**src/rtl/riscv_pkg.sv**
```systemverilog
// Shared RISC-V definitions: opcodes, load funct3 codes, writeback source selects
// and the canonical NOP instruction word.
package riscv_pkg;

  localparam logic [6:0] OP_BR   = 7'h63;
  localparam logic [6:0] OP_JAL  = 7'h6F;
  localparam logic [6:0] OP_JALR = 7'h67;

  localparam logic [31:0] NOP_INST = 32'h0000_0013;

  typedef enum logic [2:0] {
    F3_LB  = 3'b000,
    F3_LH  = 3'b001,
    F3_LW  = 3'b010,
    F3_LBU = 3'b100,
    F3_LHU = 3'b101
  } ld_funct3_e;

  typedef enum logic [1:0] {
    WB_LD  = 2'd0,
    WB_ALU = 2'd1,
    WB_PC4 = 2'd2
  } wb_sel_e;

  function automatic logic is_ctrl_op(input logic [6:0] opcode);
    return (opcode == OP_BR) || (opcode == OP_JAL) || (opcode == OP_JALR);
  endfunction

endpackage

```
**src/rtl/mux_3_1.sv**
```systemverilog
// Three-input source selector; the fourth select code yields zero.
module mux_3_1 #(
  parameter int W = 32
) (
  input  logic [1:0]   sel,
  input  logic [W-1:0] in0,
  input  logic [W-1:0] in1,
  input  logic [W-1:0] in2,
  output logic [W-1:0] out
);

  always_comb begin
    out = '0;
    case (sel)
      2'd0:    out = in0;
      2'd1:    out = in1;
      2'd2:    out = in2;
      default: out = '0;
    endcase
  end

endmodule

```
**src/rtl/wb_load_align.sv**
```systemverilog
// Combinational load aligner: picks the byte/half addressed by the low address
// bits and sign- or zero-extends it to XLEN according to funct3.
module wb_load_align #(
  parameter int XLEN = 32
) (
  input  logic [2:0]      funct3,
  input  logic [1:0]      offset,
  input  logic [31:0]     raw_word,
  output logic [XLEN-1:0] data
);
  import riscv_pkg::*;

  logic [7:0]  sel_byte;
  logic [15:0] sel_half;

  // Halfword selection looks only at offset[1]; misaligned halves are not split.
  always_comb begin
    sel_byte = raw_word[{offset, 3'b000} +: 8];
    sel_half = offset[1] ? raw_word[31:16] : raw_word[15:0];
  end

  always_comb begin
    data = '0;
    case (funct3)
      F3_LB:   data = XLEN'($signed(sel_byte));
      F3_LBU:  data = XLEN'(sel_byte);
      F3_LH:   data = XLEN'($signed(sel_half));
      F3_LHU:  data = XLEN'(sel_half);
      default: data = XLEN'($signed(raw_word));
    endcase
  end

endmodule

```
**src/rtl/writeback_stage_reg.sv**
```systemverilog
// MEM/WB pipeline register with load alignment, source select, x0 write suppression
// and control-flow flagging. Define WB_PERF_CNT_EN to build the retirement counters.
module writeback_stage_reg #(
  parameter int          XLEN     = 32,
  parameter int          CNT_W    = 32,
  parameter logic [31:0] NOP_INST = riscv_pkg::NOP_INST
) (
  input  logic             i_clk,
  input  logic             i_reset,
  input  logic             i_stall,
  input  logic             i_flush,
  input  logic             i_mem_valid,
  input  logic [31:0]      i_mem_inst,
  input  logic [XLEN-1:0]  i_mem_pc_add4,
  input  logic [XLEN-1:0]  i_mem_alu_data,
  input  logic [31:0]      i_mem_ld_data,
  input  logic [1:0]       i_mem_wb_sel,
  input  logic             i_mem_rd_wren,
  input  logic             i_cnt_clr,
  output logic             o_wb_valid,
  output logic [XLEN-1:0]  o_wb_data_wb,
  output logic [4:0]       o_wb_rd_addr,
  output logic             o_wb_rd_wren,
  output logic             o_wb_ctrl,
  output logic [CNT_W-1:0] o_wb_instret,
  output logic [CNT_W-1:0] o_wb_ctrl_cnt
);
  import riscv_pkg::*;

  logic            wb_valid;
  logic [31:0]     wb_inst;
  logic [XLEN-1:0] wb_pc_add4;
  logic [XLEN-1:0] wb_alu_data;
  logic [31:0]     wb_ld_data;
  logic [1:0]      wb_sel;
  logic            wb_rd_wren;
  logic [XLEN-1:0] ld_aligned;

  // Flush only needs to kill the instruction; the data fields may keep stale values.
  always_ff @(posedge i_clk or posedge i_reset) begin
    if (i_reset) begin
      wb_valid    <= 1'b0;
      wb_inst     <= NOP_INST;
      wb_pc_add4  <= '0;
      wb_alu_data <= '0;
      wb_ld_data  <= '0;
      wb_sel      <= WB_ALU;
      wb_rd_wren  <= 1'b0;
    end else if (i_flush) begin
      wb_valid    <= 1'b0;
      wb_inst     <= NOP_INST;
      wb_rd_wren  <= 1'b0;
    end else if (!i_stall) begin
      wb_valid    <= i_mem_valid;
      wb_inst     <= i_mem_inst;
      wb_pc_add4  <= i_mem_pc_add4;
      wb_alu_data <= i_mem_alu_data;
      wb_ld_data  <= i_mem_ld_data;
      wb_sel      <= i_mem_wb_sel;
      wb_rd_wren  <= i_mem_rd_wren;
    end
  end

  wb_load_align #(.XLEN(XLEN)) u_load_align (
    .funct3   (wb_inst[14:12]),
    .offset   (wb_alu_data[1:0]),
    .raw_word (wb_ld_data),
    .data     (ld_aligned)
  );

  mux_3_1 #(.W(XLEN)) u_wb_mux (
    .sel (wb_sel),
    .in0 (ld_aligned),
    .in1 (wb_alu_data),
    .in2 (wb_pc_add4),
    .out (o_wb_data_wb)
  );

  assign o_wb_valid   = wb_valid;
  assign o_wb_rd_addr = wb_inst[11:7];
  assign o_wb_rd_wren = wb_valid & wb_rd_wren & (|wb_inst[11:7]);
  assign o_wb_ctrl    = wb_valid & is_ctrl_op(wb_inst[6:0]);

  logic unused_inst_bits;
  assign unused_inst_bits = ^wb_inst[31:15];

`ifdef WB_PERF_CNT_EN
  logic             fresh;
  logic [CNT_W-1:0] instret_q;
  logic [CNT_W-1:0] ctrl_cnt_q;

  // fresh marks the first cycle an instruction sits in WB so a stall cannot recount it.
  always_ff @(posedge i_clk or posedge i_reset) begin
    if (i_reset) begin
      fresh      <= 1'b0;
      instret_q  <= '0;
      ctrl_cnt_q <= '0;
    end else begin
      fresh <= !i_flush && !i_stall && i_mem_valid;
      if (i_cnt_clr) begin
        instret_q  <= '0;
        ctrl_cnt_q <= '0;
      end else if (fresh) begin
        instret_q <= instret_q + 1'b1;
        if (o_wb_ctrl)
          ctrl_cnt_q <= ctrl_cnt_q + 1'b1;
      end
    end
  end

  assign o_wb_instret  = instret_q;
  assign o_wb_ctrl_cnt = ctrl_cnt_q;
`else
  logic unused_cnt_clr;
  assign unused_cnt_clr = i_cnt_clr;
  assign o_wb_instret   = '0;
  assign o_wb_ctrl_cnt  = '0;
`endif

endmodule
```
**config.mk**
```make
export PLATFORM = sky130hd
export DESIGN_NAME = writeback_stage_reg
export DESIGN_NICKNAME = d
export VERILOG_FILES = /design/src/rtl/riscv_pkg.sv /design/src/rtl/mux_3_1.sv /design/src/rtl/wb_load_align.sv /design/src/rtl/writeback_stage_reg.sv
export SDC_FILE = /design/constraint.sdc
export NUM_CORES = 1
export LEC_CHECK = 0
export CAP_MARGIN = 30
export CORE_MARGIN = 2
export CORE_UTILIZATION = 45
export CTS_BUF_LIST = sky130_fd_sc_hd__clkbuf_4 sky130_fd_sc_hd__clkbuf_8
export CTS_CLUSTER_DIAMETER = 120
export DETAILED_ROUTE_END_ITERATION = 16
export GPL_ROUTABILITY_DRIVEN = 1
export PLACE_DENSITY = 0.81
export SYNTH_ARGS = -nofsm -noshare
export SYNTH_HDL_FRONTEND = slang
export SYNTH_HIERARCHICAL = 1
export SYNTH_SLANG_ARGS = --single-unit
```
**constraint.sdc**
```tcl
create_clock -name i_clk -period 4.1 [get_ports i_clk]
set_input_delay 0.615 -clock i_clk [delete_from_list [all_inputs] [get_ports i_clk]]
set_output_delay 0.615 -clock i_clk [all_outputs]
set_load 0.02 [all_outputs]
```
==> summary.txt <==
From the run reports.

- According to the finish report, the design has a final net count of approximately 800.
- The most frequently used cell type in the post-synthesis netlist is sky130_fd_sc_hd__dfrtp_1.
- The number of hold-repair buffers added at the cts stage is 0.
- The detailed placer reported the number of placed instances as between 800 and 900.
- The final-report hold violation count is 0.
- The final number of max-transition violations is 0.
- The power dissipated by switching net loads is roughly 1.2 mW.
- TritonCTS built the clock tree.
- The run finished with clean final reports.
- The sink count of the clock tree is 115.
- The total overflow reported by the global router is 0.
- STA reports the tightest min-delay check as being of type flip-flop to flip-flop.
- The shortest period the worst path allows reads 3.90 ns.
- Adding up every negative setup slack in the final design gives 0 ns.
- The share of Yosys cell area claimed by the top area cell type is 0.418.
- The ratio of final minimum period to clock period is 0.952.
- The sum of routed wire length over all layers is 15700 µm.
- The ratio of cells with drive above 1 in the final layout is 0.274.
- The routed length per instance reads 18.3 µm.
- The global-route wire length before repair is 24800 µm.
- The cell accounting for the most synthesized area is sky130_fd_sc_hd__dfrtp_1.
- After synthesis the cells add up to 6640 µm².
- The total cell area reported by yosys after synthesis is 6640 µm².
- The number of gates resized after CTS is 0.
- The post-detailed-route count of antenna-violating nets is 0.
- The total vias in the final route is 4434.
- The number of synthesized register bits reads about 120.
- The relative contribution of the clock network to total power reads 0.322.
- The number of buffers on the longest clock path reads 2.
- The iteration count recorded for the first detailed-route pass is 6.
- The average size of a mapped cell reads 13.0 µm².
- The number of standard cells after synthesis is 512.
- The relative contribution of combinational cells to total power is 0.311.
-- state kept, by name (all words and copies together), names as in the netlist --
signal and count:
wb_inst 15, wb_rd_wren 1, o_wb_valid 1, wb_sel 2, wb_pc_add4 32, wb_alu_data 32, wb_ld_data 32
-- layout by cell type (no fill, tap or decap), drive strengths merged --
cell	count
nand4b	1
mux2	103
nor2	19
clkdlybuf4s50	158
nor3b	1
a2bb2oi	20
clkinv	5
or3b	1
clkinvlp	1
clkbuf	22
nor4b	1
dfrtp	111
a22oi	1
a221o	6
a211oi	1
o2bb2ai	32
a211o	3
inv	2
o31a	1
o21ai	1
conb	64
nor2b	15
o21a	3
dfstp	4
nor3	2
a22o	2
buf	12
a21oi	7
bufinv	5
o311a	1
and3	2
o221ai	5
mux2i	52
or3	1
nand2b	1
nand2	6
-- worst paths after layout --
check,startpoint,end,slack [ns],cells after the start
setup / recovery,wb_inst[13],o_wb_data_wb[8],0.20,7
hold / removal,wb_pc_add4[23],wb_pc_add4[23],0.51,1
setup reg to reg,wb_sel[0],wb_sel[0],2.89,2
hold reg to reg,wb_pc_add4[23],wb_pc_add4[23],0.51,1
max in group asynchronous,i_reset,wb_pc_add4[16],2.65,4
min in group asynchronous,i_reset,wb_inst[7],0.53,2
-- layer usage --
layer | global-route usage | wire length, µm | vias up
met5 | 0 | 13 | -
met4 | 0.0719 | 312 | 2
met3 | 0.0620 | 1170 | 26
met2 | 0.326 | 7650 | 183
met1 | 0.259 | 6510 | 2193
li1 | - | - | 2030
-- power by group through the flow --
stage / combinational (mW) / clock, mW / sequential, mW
5_1_grt: 1.28 / 1.32 / 1.44
3_3_place_gp: 1.18 / 0 / 1.42
4_1_cts: 1.21 / 1.27 / 1.41
2_1_floorplan: 0.877 / 0 / 1.39
3_5_place_dp: 1.20 / 0 / 1.43
6_report: 1.20 / 1.24 / 1.42
-- logic make-up (layout without fill, tap and decap cells) --
| family | count (synthesis) | after routing |
|---|---|---|
| mux | 155 | 155 |
| flops | 115 | 115 |
| buf+inv | 108 | 205 |
| compound gates | 83 | 83 |
| simple gates | 50 | 50 |
| other cells | 1 | 64 |
-- final cells by class --
type                            count  area [µm²]
Timing Repair Buffer              170        1720
Sequential cell                   115        2880
Fill cell                        1147        6010
Tap cell                          184         230
Clock buffer                       22         290
Clock inverter                     10         178
Multi-Input combinational cell    352        3160
Inverter                            3        13.8
-- per-stage QoR --
stage          hold slack (ns)  instance area (µm²)  setup slack, ns
6_report                 0.507                 8470            0.196
5_1_grt                  0.527                 8470           0.0430
4_1_cts                  0.511                 8470            0.188
3_5_place_dp             0.496                 8010            0.698
3_3_place_gp             0.489                 7980            0.730
2_1_floorplan            0.480                 6880            0.448
Fig. 1: routed clock nets over the placement
Scale: 2 px per µm.
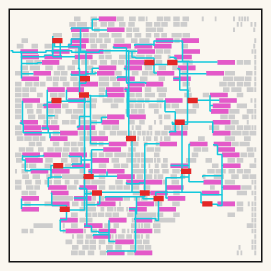
legend:
  clock-net drivers:
    color: red
    count: 17
  clock wires:
    color: cyan
    length: 1580 µm
  flip-flops:
    color: magenta
    count: 115
routed clock nets: 18
flops lie: spread over the die

Fig. 2: the clock network
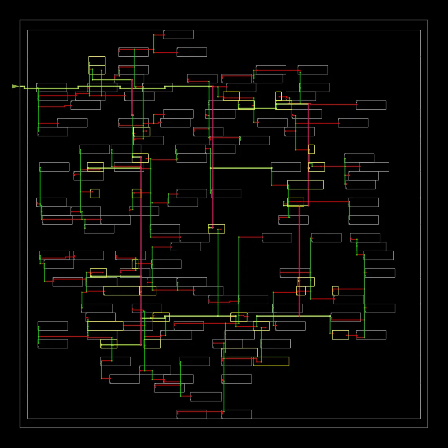
final worst clock skew: 0 ns
total number of sequential cells: 115
clk latency late pin: 0.44 ns
CTS buffer count: 17
clock group total power: 1.24 mW

Fig. 3: power grid
Scale: 3 px per µm. Pins as bars on the die edge.
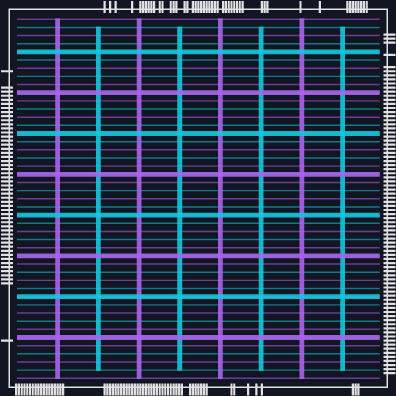
legend:
  VSS:
    color: purple
  VDD:
    color: cyan
met4 straps: 8
rows: 44
met1 rails: 45
met5 straps: 8
signal pins: 241
area of the placeable core: 14500 µm²
die width: 125 µm
IR Drop Worst-Case VDD: 0.000251 V

Fig. 4: signal wires by layer
Scale: 4 px per µm.
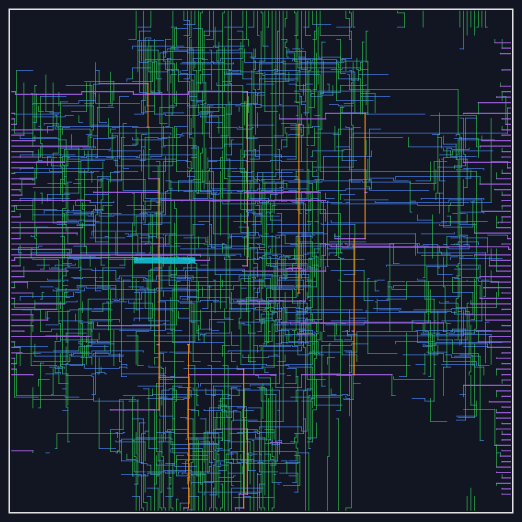
legend:
  M3:
    color: purple
    wire_length: 1170 µm
  M5:
    color: cyan
    wire_length: 13.8 µm
  M1:
    color: blue
    wire_length: 6510 µm
  M4:
    color: orange
    wire_length: 312 µm
  M2:
    color: green
    wire_length: 7650 µm

Power is estimated from default activity; no workload was simulated.
